**src/rtl/robot_route_sequencer.sv**
```systemverilog
// Command sequencer in front of the robot core: FIFO-buffered motion commands,
// motor power sequencing, grid/heading tracking and refusal of illegal moves.
module robot_route_sequencer #(
   parameter int DEPTH      = 8,
   parameter int GRID       = 7,
   parameter int X0         = 5,
   parameter int Y0         = 1,
   parameter int SETTLE_CYC = 1,
   parameter int PWR_TMO    = 16
) (
   input  logic                         clk_i,
   input  logic                         rst_i,
   input  logic                         enable_i,
   input  logic                         cmd_valid_i,
   input  logic [1:0]                   cmd_i,
   output logic                         cmd_ready_o,
   output logic                         motor_on_o,
   input  logic                         motor_status_i,
   output logic [2:0]                   move_o,
   input  logic                         tracker_i,
   output logic [2:0]                   pos_x_o,
   output logic [2:0]                   pos_y_o,
   output logic [1:0]                   heading_o,
   output logic                         busy_o,
   output logic                         blocked_o,
   output logic                         fault_o,
   output logic [$clog2(DEPTH+1)-1:0]   count_o
);
   localparam int AW = $clog2(DEPTH);
   localparam int CW = $clog2(DEPTH + 1);
   localparam int TW = $clog2(PWR_TMO + 1);
   localparam int SW = $clog2(SETTLE_CYC + 1);
   localparam logic [CW-1:0] DEPTH_C  = CW'(DEPTH);
   localparam logic [3:0]    GRID_C   = 4'(GRID);
   localparam logic [TW-1:0] TMO_LAST = TW'(PWR_TMO - 1);
   localparam logic [SW-1:0] STL_LAST = SW'(SETTLE_CYC - 1);
   localparam logic [1:0] C_FWD = 2'b00, C_BWD = 2'b01, C_LEFT = 2'b10, C_RIGHT = 2'b11;

   typedef enum logic [2:0] {S_IDLE, S_PWRUP, S_FETCH, S_MOVE, S_SETTLE, S_PWRDN} state_e;

   function automatic logic [2:0] move_code(input logic [1:0] c);
      case (c)
         C_FWD:   move_code = 3'b111;
         C_BWD:   move_code = 3'b011;
         C_LEFT:  move_code = 3'b101;
         C_RIGHT: move_code = 3'b110;
         default: move_code = 3'b000;
      endcase
   endfunction

   state_e        state_q, state_d;
   logic [1:0]    mem_q [DEPTH];
   logic [AW-1:0] wr_ptr_q, wr_ptr_d, rd_ptr_q, rd_ptr_d;
   logic [CW-1:0] count_q, count_d;
   logic [TW-1:0] tmr_q, tmr_d;
   logic [SW-1:0] stl_q, stl_d;
   logic [2:0]    pos_x_q, pos_x_d, pos_y_q, pos_y_d, move_q, move_d;
   logic [1:0]    hd_q, hd_d;
   logic          motor_on_q, motor_on_d, blocked_q, blocked_d, fault_q, fault_d;
   logic          busy_q, busy_d, ready_q, ready_d;
   logic          push_s, pop_s, flush_s, drop_s, in_grid_s, refuse_s;
   logic [1:0]    head_s;
   logic [3:0]    fdx_s, fdy_s, nx_s, ny_s;

   assign push_s = cmd_valid_i && ready_q;
   assign head_s = mem_q[rd_ptr_q];
   assign drop_s = !motor_status_i &&
                   ((state_q == S_FETCH) || (state_q == S_MOVE) || (state_q == S_SETTLE));

   // Target cell of the head command: forward delta, negated for BWD.
   always_comb begin
      fdx_s = 4'd0;
      fdy_s = 4'd0;
      case (hd_q)
         2'b00:   fdx_s = 4'hF;
         2'b01:   fdy_s = 4'd1;
         2'b10:   fdx_s = 4'd1;
         2'b11:   fdy_s = 4'hF;
         default: fdx_s = 4'd0;
      endcase
      nx_s = (head_s == C_BWD) ? ({1'b0, pos_x_q} - fdx_s) : ({1'b0, pos_x_q} + fdx_s);
      ny_s = (head_s == C_BWD) ? ({1'b0, pos_y_q} - fdy_s) : ({1'b0, pos_y_q} + fdy_s);
      in_grid_s = (nx_s >= 4'd1) && (nx_s <= GRID_C) && (ny_s >= 4'd1) && (ny_s <= GRID_C);
      refuse_s  = ((head_s == C_FWD) && (tracker_i || !in_grid_s)) ||
                  ((head_s == C_BWD) && !in_grid_s);
   end

   // Sequencer FSM: next state and registered-output next values.
   always_comb begin
      state_d    = state_q;
      tmr_d      = tmr_q;
      stl_d      = stl_q;
      pos_x_d    = pos_x_q;
      pos_y_d    = pos_y_q;
      hd_d       = hd_q;
      move_d     = 3'b000;
      motor_on_d = motor_on_q;
      blocked_d  = 1'b0;
      fault_d    = fault_q;
      pop_s      = 1'b0;
      flush_s    = 1'b0;
      if (drop_s) begin
         fault_d    = 1'b1;
         flush_s    = 1'b1;
         motor_on_d = 1'b0;
         state_d    = S_IDLE;
      end else begin
         case (state_q)
            S_IDLE: begin
               if (enable_i && (count_q != {CW{1'b0}})) begin
                  motor_on_d = 1'b1;
                  tmr_d      = {TW{1'b0}};
                  state_d    = S_PWRUP;
               end else begin
                  state_d = S_IDLE;
               end
            end
            S_PWRUP: begin
               if (motor_status_i) begin
                  state_d = S_FETCH;
               end else if (tmr_q == TMO_LAST) begin
                  fault_d    = 1'b1;
                  motor_on_d = 1'b0;
                  flush_s    = 1'b1;
                  state_d    = S_IDLE;
               end else begin
                  tmr_d = tmr_q + TW'(1);
               end
            end
            S_FETCH: begin
               pop_s = 1'b1;
               stl_d = {SW{1'b0}};
               if (refuse_s) begin
                  blocked_d = 1'b1;
                  state_d   = S_SETTLE;
               end else begin
                  move_d  = move_code(head_s);
                  state_d = S_MOVE;
                  case (head_s)
                     C_LEFT:  hd_d = hd_q - 2'd1;
                     C_RIGHT: hd_d = hd_q + 2'd1;
                     default: begin
                        pos_x_d = nx_s[2:0];
                        pos_y_d = ny_s[2:0];
                     end
                  endcase
               end
            end
            S_MOVE: begin
               stl_d   = {SW{1'b0}};
               state_d = S_SETTLE;
            end
            S_SETTLE: begin
               if (stl_q != STL_LAST) begin
                  stl_d = stl_q + SW'(1);
               end else if (!enable_i) begin
                  state_d = S_SETTLE;
               end else if (count_q != {CW{1'b0}}) begin
                  state_d = S_FETCH;
               end else begin
                  motor_on_d = 1'b0;
                  tmr_d      = {TW{1'b0}};
                  state_d    = S_PWRDN;
               end
            end
            S_PWRDN: begin
               if (!motor_status_i) begin
                  state_d = S_IDLE;
               end else if (tmr_q == TMO_LAST) begin
                  fault_d = 1'b1;
                  flush_s = 1'b1;
                  state_d = S_IDLE;
               end else begin
                  tmr_d = tmr_q + TW'(1);
               end
            end
            default: state_d = S_IDLE;
         endcase
      end
   end

   // FIFO pointers and occupancy; a flush wins over a simultaneous push.
   always_comb begin
      wr_ptr_d = wr_ptr_q;
      rd_ptr_d = rd_ptr_q;
      count_d  = count_q;
      if (flush_s) begin
         wr_ptr_d = {AW{1'b0}};
         rd_ptr_d = {AW{1'b0}};
         count_d  = {CW{1'b0}};
      end else begin
         wr_ptr_d = push_s ? wr_ptr_q + AW'(1) : wr_ptr_q;
         rd_ptr_d = pop_s  ? rd_ptr_q + AW'(1) : rd_ptr_q;
         count_d  = count_q + CW'(push_s) - CW'(pop_s);
      end
      ready_d = (count_d < DEPTH_C) && !fault_d;
      busy_d  = (state_d != S_IDLE);
   end

   // FIFO storage needs no reset: pointers define validity.
   always_ff @(posedge clk_i) begin
      if (push_s) begin
         mem_q[wr_ptr_q] <= cmd_i;
      end
   end

   // State and output registers.
   always_ff @(posedge clk_i or posedge rst_i) begin
      if (rst_i) begin
         state_q    <= S_IDLE;
         wr_ptr_q   <= {AW{1'b0}};
         rd_ptr_q   <= {AW{1'b0}};
         count_q    <= {CW{1'b0}};
         tmr_q      <= {TW{1'b0}};
         stl_q      <= {SW{1'b0}};
         pos_x_q    <= 3'(X0);
         pos_y_q    <= 3'(Y0);
         hd_q       <= 2'b01;
         move_q     <= 3'b000;
         motor_on_q <= 1'b0;
         blocked_q  <= 1'b0;
         fault_q    <= 1'b0;
         busy_q     <= 1'b0;
         ready_q    <= 1'b1;
      end else begin
         state_q    <= state_d;
         wr_ptr_q   <= wr_ptr_d;
         rd_ptr_q   <= rd_ptr_d;
         count_q    <= count_d;
         tmr_q      <= tmr_d;
         stl_q      <= stl_d;
         pos_x_q    <= pos_x_d;
         pos_y_q    <= pos_y_d;
         hd_q       <= hd_d;
         move_q     <= move_d;
         motor_on_q <= motor_on_d;
         blocked_q  <= blocked_d;
         fault_q    <= fault_d;
         busy_q     <= busy_d;
         ready_q    <= ready_d;
      end
   end

   assign cmd_ready_o = ready_q;
   assign motor_on_o  = motor_on_q;
   assign move_o      = move_q;
   assign pos_x_o     = pos_x_q;
   assign pos_y_o     = pos_y_q;
   assign heading_o   = hd_q;
   assign busy_o      = busy_q;
   assign blocked_o   = blocked_q;
   assign fault_o     = fault_q;
   assign count_o     = count_q;
endmodule

```
**config.mk**
```make
export PLATFORM = sky130hd
export DESIGN_NAME = robot_route_sequencer
export DESIGN_NICKNAME = d
export VERILOG_FILES = /design/src/rtl/robot_route_sequencer.sv
export SDC_FILE = /design/constraint.sdc
export NUM_CORES = 1
export LEC_CHECK = 0
export CAP_MARGIN = 0
export CORE_UTILIZATION = 55
export CTS_CLUSTER_DIAMETER = 80
export DETAILED_ROUTE_END_ITERATION = 10
export PLACE_DENSITY = 0.77
export SYNTH_ARGS = -nofsm -noshare
export SYNTH_HDL_FRONTEND = slang
export SYNTH_SLANG_ARGS = --single-unit
```
**constraint.sdc**
```tcl
create_clock -name clk_i -period 5.29 [get_ports clk_i]
set_clock_uncertainty 0.2 [all_clocks]
set_input_delay 1.058 -clock clk_i [delete_from_list [all_inputs] [get_ports clk_i]]
set_output_delay 1.058 -clock clk_i [all_outputs]
set_load 0.1 [all_outputs]
```
Figure 1. Where the registers sit (run 1).
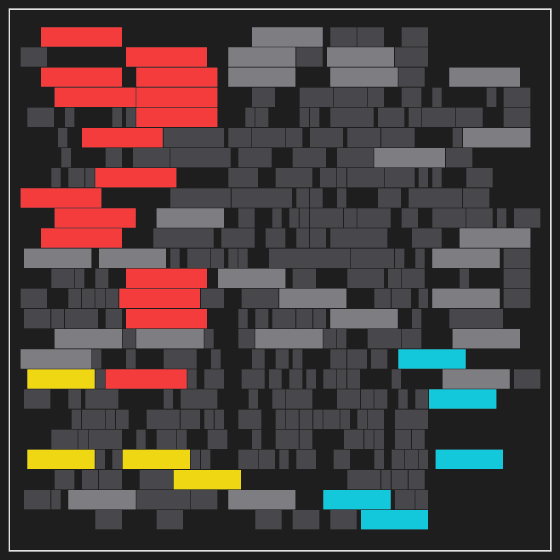
Key: mem_q = red [flops 16]; tmr_q = cyan [flops 5, where lower right]; count_o = yellow [flops 4, where lower left]

Figure 2. Signal wires on met1 (run 1).
Supply wires on this layer in gray.
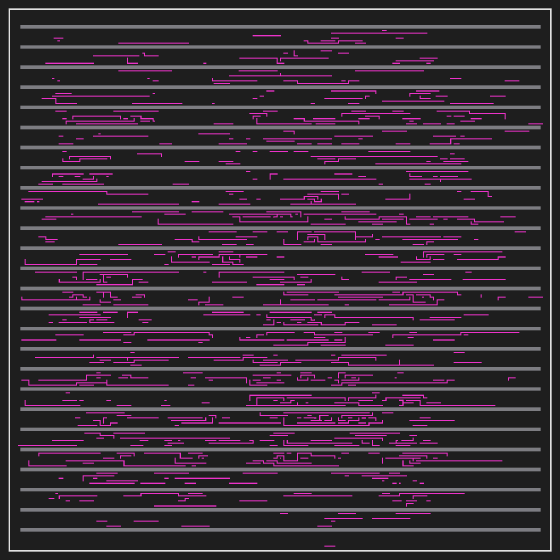
The longest straight run is 17.0 µm. 283 nets have wire on it. The wires run mostly horizontal. The layer carries 2160 µm of wire.
WL final: 4.84 mm
via count: 1882

Figure 3. Floorplan with the power grid (run 1).
Pins as bars on the die edge.
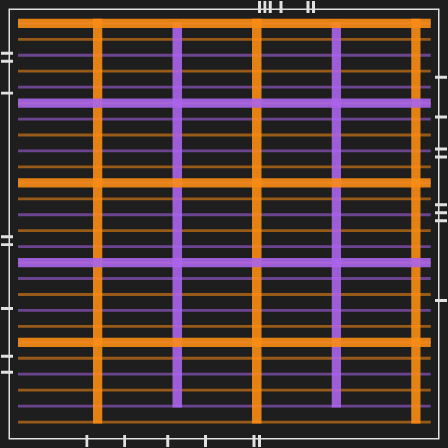
Key: VSS = orange; VDD = purple
26 met1 rails follow the rows. The core has 25 rows. 5 straps on met5.

Figure 4. Logic cells by family (run 1).
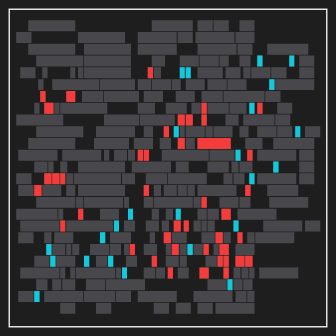
Key: inverters = cyan [cells 24, most used inv_1, where widely spread]; NAND gates = red [cells 42, most used nand2_1]

==> impl_metrics.toml, run 1 <==
# yosys + openroad results
[run_status]
outcome = "complete, no violations"

[drt]
drtIter0Drc = 111
antenna_left = 0
wl_per_cell_um = 13.8
drc = 0
dr.pass1.iters = 4

[layout]
clock_area_frac = 0.0353
seq_cells = 50
buffers = 29
final_nets = 316
multi_input_comb_cells = 172
fin_cells = 350
bufAreaShareNonClock = 0.0883
clock_buffers = 5
synthToLayoutAreaGrowth_pct = 16.5
dominant_cells = "registers"
seq_share = 0.414
nFillCells = 377
drive_above_1_share = 0.110
num_antenna_cells = 0
fin_util = 0.675
design_area_um2 = 3230
comb_share = 0.408

[floorplan]
die_h_um = 73
fp_util = 0.579
die_x_um = 73
ios = 28
tap_cells = 67
fp.coreArea_um2 = 4790
die_area_um2 = 5330
num_rows = 25

[logic_synthesis]
edf_count = 16
netlist_logic_family_top = "simple AND/OR/NAND/NOR gates"
ys_seq_frac = 0.482
ys_cells = 252
ys_types = 46
async_reset_ff_frac = 0.680
ys_chip_area_um2 = 2770
yosys.area.top_type = "dfrtp_1"
simple_gate_share = 0.135
top_cells_by_area = "dfrtp_1 26%, edfxtp_1 17%, ha_1 10%, dfstp_2 4.7%, inv_1 3.2%"
synth_flops = 50
adder_share = 0.125
synth_cells = 252
synth_area_um2 = 2770
ys_sh_aoi = 0.0943
flop_cell = "dfrtp_1"
ys_warn_count = 0
mux_area_frac = 0.0772
synth.avg_cell_area_um2 = 11.0
xor_share = 0.0433

[grt]
antenna_found_initial = 0
grtUsageMet1 = 0.264
grt_max_degree = 35
met2_usage = 0.356
first_global_vias = 1887
grt-ovfl-total = 0
top_usage_layer = "met2"
grt_pass1_wl_mm = 8.42

[hold_path]
hold_path.class = "flip-flop to flip-flop"
min_path_cells = 1
min_delay_worst_endpoint = "tmr_q[3]$_DFFE_PP0P_"

[critical_path]
cp_num_buf_inv = 1
crit_path_end = "pos_y_o[2]$_DFFE_PP0P_"
start_kind = "flip-flop"
crit_path_max_fanout = 8
crit_family = "multiplexers"
cp.arrival_ps = 4070
reg2reg_depth = 11
regToRegStartpoint = "rd_ptr_q[0]$_DFFE_PP0P_"
worstSetupPathDepth = 11
worst_ep_required_time_ps = 5290
r2r_end = "pos_y_o[2]$_DFFE_PP0P_"
worstSetupPathType = "flip-flop to flip-flop"
crit_path_cell_trace = "mux4_2 -> mux2_2 -> nor2_2 -> mux2i_2 -> inv_1 -> fa_1 -> xnor2_1 -> o22ai_1 -> a21oi_1 -> nand4_4 -> mux2_1"
r2r_slack_ps = 1220
cpPeakStageDelay_ps = 540
cpMaxStageDelayCell = "mux4_2"
cp-startpoint = "rd_ptr_q[0]$_DFFE_PP0P_"

[timing]
rsz0062_at_grt = "false"
period_needed_ps = 4070
worstMarginPinSlew_ps = 978
fin_setup_tns_ps = 0
final-hold-violation-count = 0
maxSlewViolCount = 0
hold_ws_ps = 274

[cts]
cts_tree = "done"
clockRootBuffer = "clkbuf_8"
h-tree-depth = 2
cts-buffers-inserted = 5
post_cts_resized = 0
post_cts_buffers = 0
clock.latency.late_pin_ps = 300
clk_path_buf_depth = 2
clkSinkCount = 50
path_clk_slew_ps = 100
hold_buffers = 0

[placement]
port_buffers = 27
pre_cts_ws_ps = 1210
numPlacedInstances = 342
gp_congestion = 0.767
dp_hpwl_mm = 3.59

[flow_run]
cap_violations = 0
==> run 1: cells in the mapped netlist (all sizes together) (6+ instances only) <==
cell    count
o21ai      10
nand2      24
dfrtp      29
a21oi      13
nor2       22
ha         23
mux2i       7
inv        24
xor2        6
xnor2       6
edfxtp     16
nand3      11
==> run 1: logic make-up after synthesis <==
| group | Yosys count |
|---|---|
| adders and majority gates | 26 |
| and+or+nand+nor | 78 |
| xor gates and xnor gates | 12 |
| AOI/OAI and AO/OA | 42 |
| buffers and inverters | 30 |
| DFF | 50 |
| muxes | 14 |
==> run 1: placed cells by master, fill, tap and decap left out, types with 3 or more instances in the layout <==
master,count
dfrtp_1,29
mux2i_1,4
ha_1,23
clkbuf_8,5
a21oi_1,13
edfxtp_1,16
xnor2_1,6
mux4_2,4
fa_1,3
nand2b_1,5
nor2_1,21
clkdlybuf4s50_1,27
dfstp_2,5
o31ai_1,4
a21o_1,3
o22ai_1,3
nor2b_1,4
nand2_1,24
or2_2,3
nand3_1,11
xor2_1,4
inv_1,24
o21ai_0,8
==> run 1: routing by layer <==
layer  part of all wire  vias up  routed length [µm]
met5                  0        -                   0
met2               0.51       45                2450
met4              0.013        0                  63
li1                   -      924                   -
met3              0.034        8                 163
met1               0.45      905                2160
==> run 1: sequential cells by signal, summed over array words and instances, names as in the netlist, 3 cells and up <==
signal and flops:
rd_ptr_q 3, tmr_q 5, move_o 3, state_q 3
mem_q 16, wr_ptr_q 3, count_o 4, pos_y_o 3
pos_x_o 3
Figure 5. Clock nets (run 1).
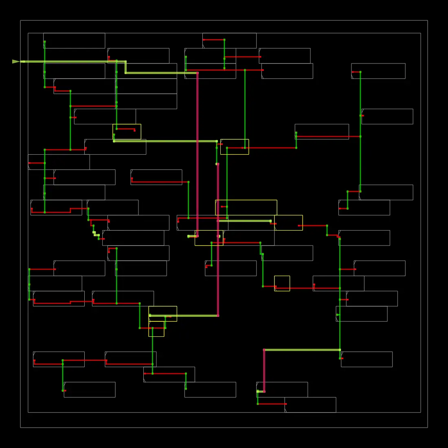

--- run 2 (diff from run 1) ---
clock period = 3.9 ns   (was 5.29 ns; I/O delays follow)
Figure 6. Clock nets (run 2).
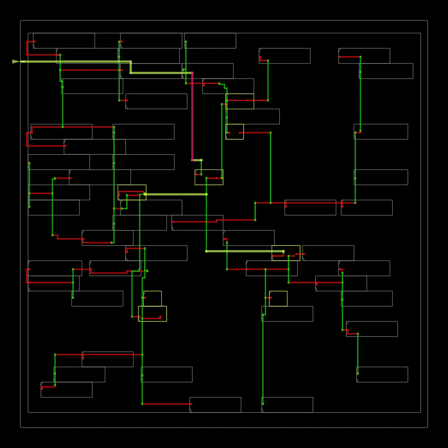
clock sink count: 50
FF+latch count: 50
clk_lat worst skew: 310 ps
CTS Buf Count: 5

==> run 2 against run 1 <==
Effect of this change: hold slack better by 9.5 ps; maximum frequency increased by 12%; sequential cell count did not move; worst setup slack worse by 950 ps; synthesized cell count stayed put; area after synthesis unchanged; cell area grew 0.66%; final cell count increased by 1.4%; critical endpoint is now pos_x_o[1]$_DFFE_PP0P_.
==> impl_metrics.toml, run 2 <==
# yosys + openroad results
[run_status]
outcome = "complete, no violations"

[layout]
top_register = "mem_q"
clock_buffers = 5
synthToLayoutAreaGrowth_pct = 17.2
bufAreaShareNonClock = 0.0985
multi_input_comb_cells = 172
drive_above_1_share = 0.135
fin_util = 0.679
logic_area_um2 = 1320
largest_reg_flops = 16
buffers = 34
num_antenna_cells = 0
seq_share = 0.412
final_nets = 321
clock_area_frac = 0.0293
seqCellArea_um2 = 1340
dominant_cells = "registers"
design_area_um2 = 3250
lay_top_cells = "28 x dfrtp_1, 26 x clkdlybuf4s50_1, 24 x inv_1, 24 x nand2_1, 23 x ha_1"
nFillCells = 399

[grt]
grt-ovfl-total = 0
first_global_vias = 1902
grt_max_degree = 19
antenna_found_initial = 0
grtUsageMet1 = 0.305
grt_util_met3 = 0.0442
top_usage_layer = "met2"
grtUsageTotal = 0.223
grt_pass1_wl_mm = 8.98
met2_usage = 0.362

[critical_path]
crit_path_max_fanout = 6
crit_family = "multiplexers"
cp-startpoint = "rd_ptr_q[0]$_DFFE_PP0P_"
regToRegStartpoint = "rd_ptr_q[0]$_DFFE_PP0P_"
critPathCaptureType = "flip-flop"
cp.arrival_ps = 3660
worst_ep_required_time_ps = 3930
cpMaxStageDelayCell = "mux4_2"
worstSetupPathType = "flip-flop to flip-flop"
crit_path_cell_trace = "mux4_2 -> mux2_2 -> nor2_2 -> mux2i_2 -> buf_4 -> ha_1 -> a21o_1 -> a21oi_1 -> xor2_2 -> nand4_4 -> buf_4 -> mux2i_1"
cp_num_buf_inv = 2
cpPeakStageDelay_ps = 520
start_kind = "flip-flop"

[drt]
wl_mm = 5.01
wl_per_cell_um = 14.1
dr_wl_met3_um = 129
antenna_left = 0
routed-wl-met2_mm = 2.59
highest_layer = "met4"
drtIter0Drc = 91
viasPerCell = 5.31
dr.pass1.iters = 4
met1Wirelength_mm = 2.28
via_count = 1885
drc = 0

[logic_synthesis]
synth_cells = 252
ys_seq_frac = 0.482
top_cells_by_area = "dfrtp_1 26%, edfxtp_1 17%, ha_1 10%, dfstp_2 4.7%, inv_1 3.2%"
flop_cell = "dfrtp_1"
synth_area_um2 = 2770
yosys.area.top_type = "dfrtp_1"
edf_count = 16
async_reset_ff_frac = 0.680
top_cell = "dfrtp_1"
ys_types = 46
ys_warn_count = 0
ys_cells = 252
ys_chip_area_um2 = 2770
synth.avg_cell_area_um2 = 11.0
top_cells_by_count = "29 x dfrtp_1, 24 x inv_1, 24 x nand2_1, 23 x ha_1, 21 x nor2_1"
synth_flops = 50

[floorplan]
tap_cells = 67
num_rows = 25
die_x_um = 73
fp.coreArea_um2 = 4790
die_h_um = 73
die_area_um2 = 5330
fp_util = 0.579
ios = 28

[placement]
gp_congestion = 0.794
pre_cts_ws_ps = 110
port_buffers = 27
dp_hpwl_mm = 3.72
placed_area_um2 = 3150

[cts]
clockRootBuffer = "clkbuf_8"
cts_tree = "done"
path_clk_slew_ps = 100
h-tree-depth = 2
clk_path_buf_depth = 2
post_cts_buffers = 0

[flow_run]
cap_violations = 0
log.warning_count = 33

[timing]
maxSlewViolCount = 0
period_used_share = 0.930
period_needed_ps = 3630
final-hold-violation-count = 0
max_freq_mhz = 276
hold_ws_ps = 283
setup_ws_ps = 273
fin_setup_tns_ps = 0
rsz0062_at_grt = "false"
worstMarginPinSlew_ps = 981

[hold_path]
hold_path.class = "flip-flop to flip-flop"
Figure 7. Logic cells by family (run 2).
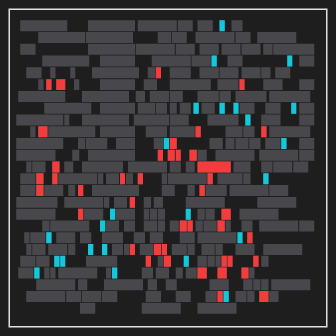
Key: NAND gates = red [cells 42, most used nand2_1]; inverters = cyan [cells 24, most used inv_1, where widely spread]
Cell Count, Final, Fillers Out: 355
Top cell excl fill/tap: dfrtp_1
Comb area share: 0.407

[run 2: cell counts after synthesis]
Identical to the previous run, type by type.
[run 2: path summary, 6_finish.rpt]
kind	end	slack [ps]	cells after the start
setup / recovery	pos_x_o[1]$_DFFE_PP0P_	270	12
hold / removal	tmr_q[4]$_DFFE_PP0P_	280	2
setup reg to reg	pos_x_o[1]$_DFFE_PP0P_	270	12
hold reg to reg	tmr_q[4]$_DFFE_PP0P_	280	2
max in group asynchronous	pos_x_o[2]$_DFFE_PP1P_	2090	3
min in group asynchronous	wr_ptr_q[2]$_DFFE_PP0P_	660	2
[run 2: timing repair]
action | in CTS | in global routing
setup endpoints to repair | 0 | 9
hold endpoints to repair | 0 | 0
resized | 0 | 2
hold buffers | 0 | 0
[run 2: through the flow]
step | cells
finish | 355
global route | 355
CTS | 355
detailed placement | 347
global placement | 347
floorplan | 252
[run 2: kinds of logic (layout without fill, tap and decap cells)]
family / after synthesis / count (layout) / share of synthesized area
AND-OR/OR-AND: 42 / 42 / 0.0943
XOR/XNOR: 12 / 12 / 0.0433
adder cells (fa/ha/maj): 26 / 26 / 0.125
buffers and inverters: 30 / 66 / 0.0420
flip-flops: 50 / 50 / 0.482
multiplexers: 14 / 14 / 0.0772
AND/OR/NAND/NOR: 78 / 78 / 0.135
[run 2: worst register-to-register path, stage by stage, from the launching register on]
cell     delay (ps)
dfrtp_2         470
mux4_2          520
mux2_2          290
nor2_2          210
mux2i_2         250
buf_4           160
ha_1            240
a21o_1          180
a21oi_1         230
xor2_2          260
nand4_4         170
buf_4           200
mux2i_1         170
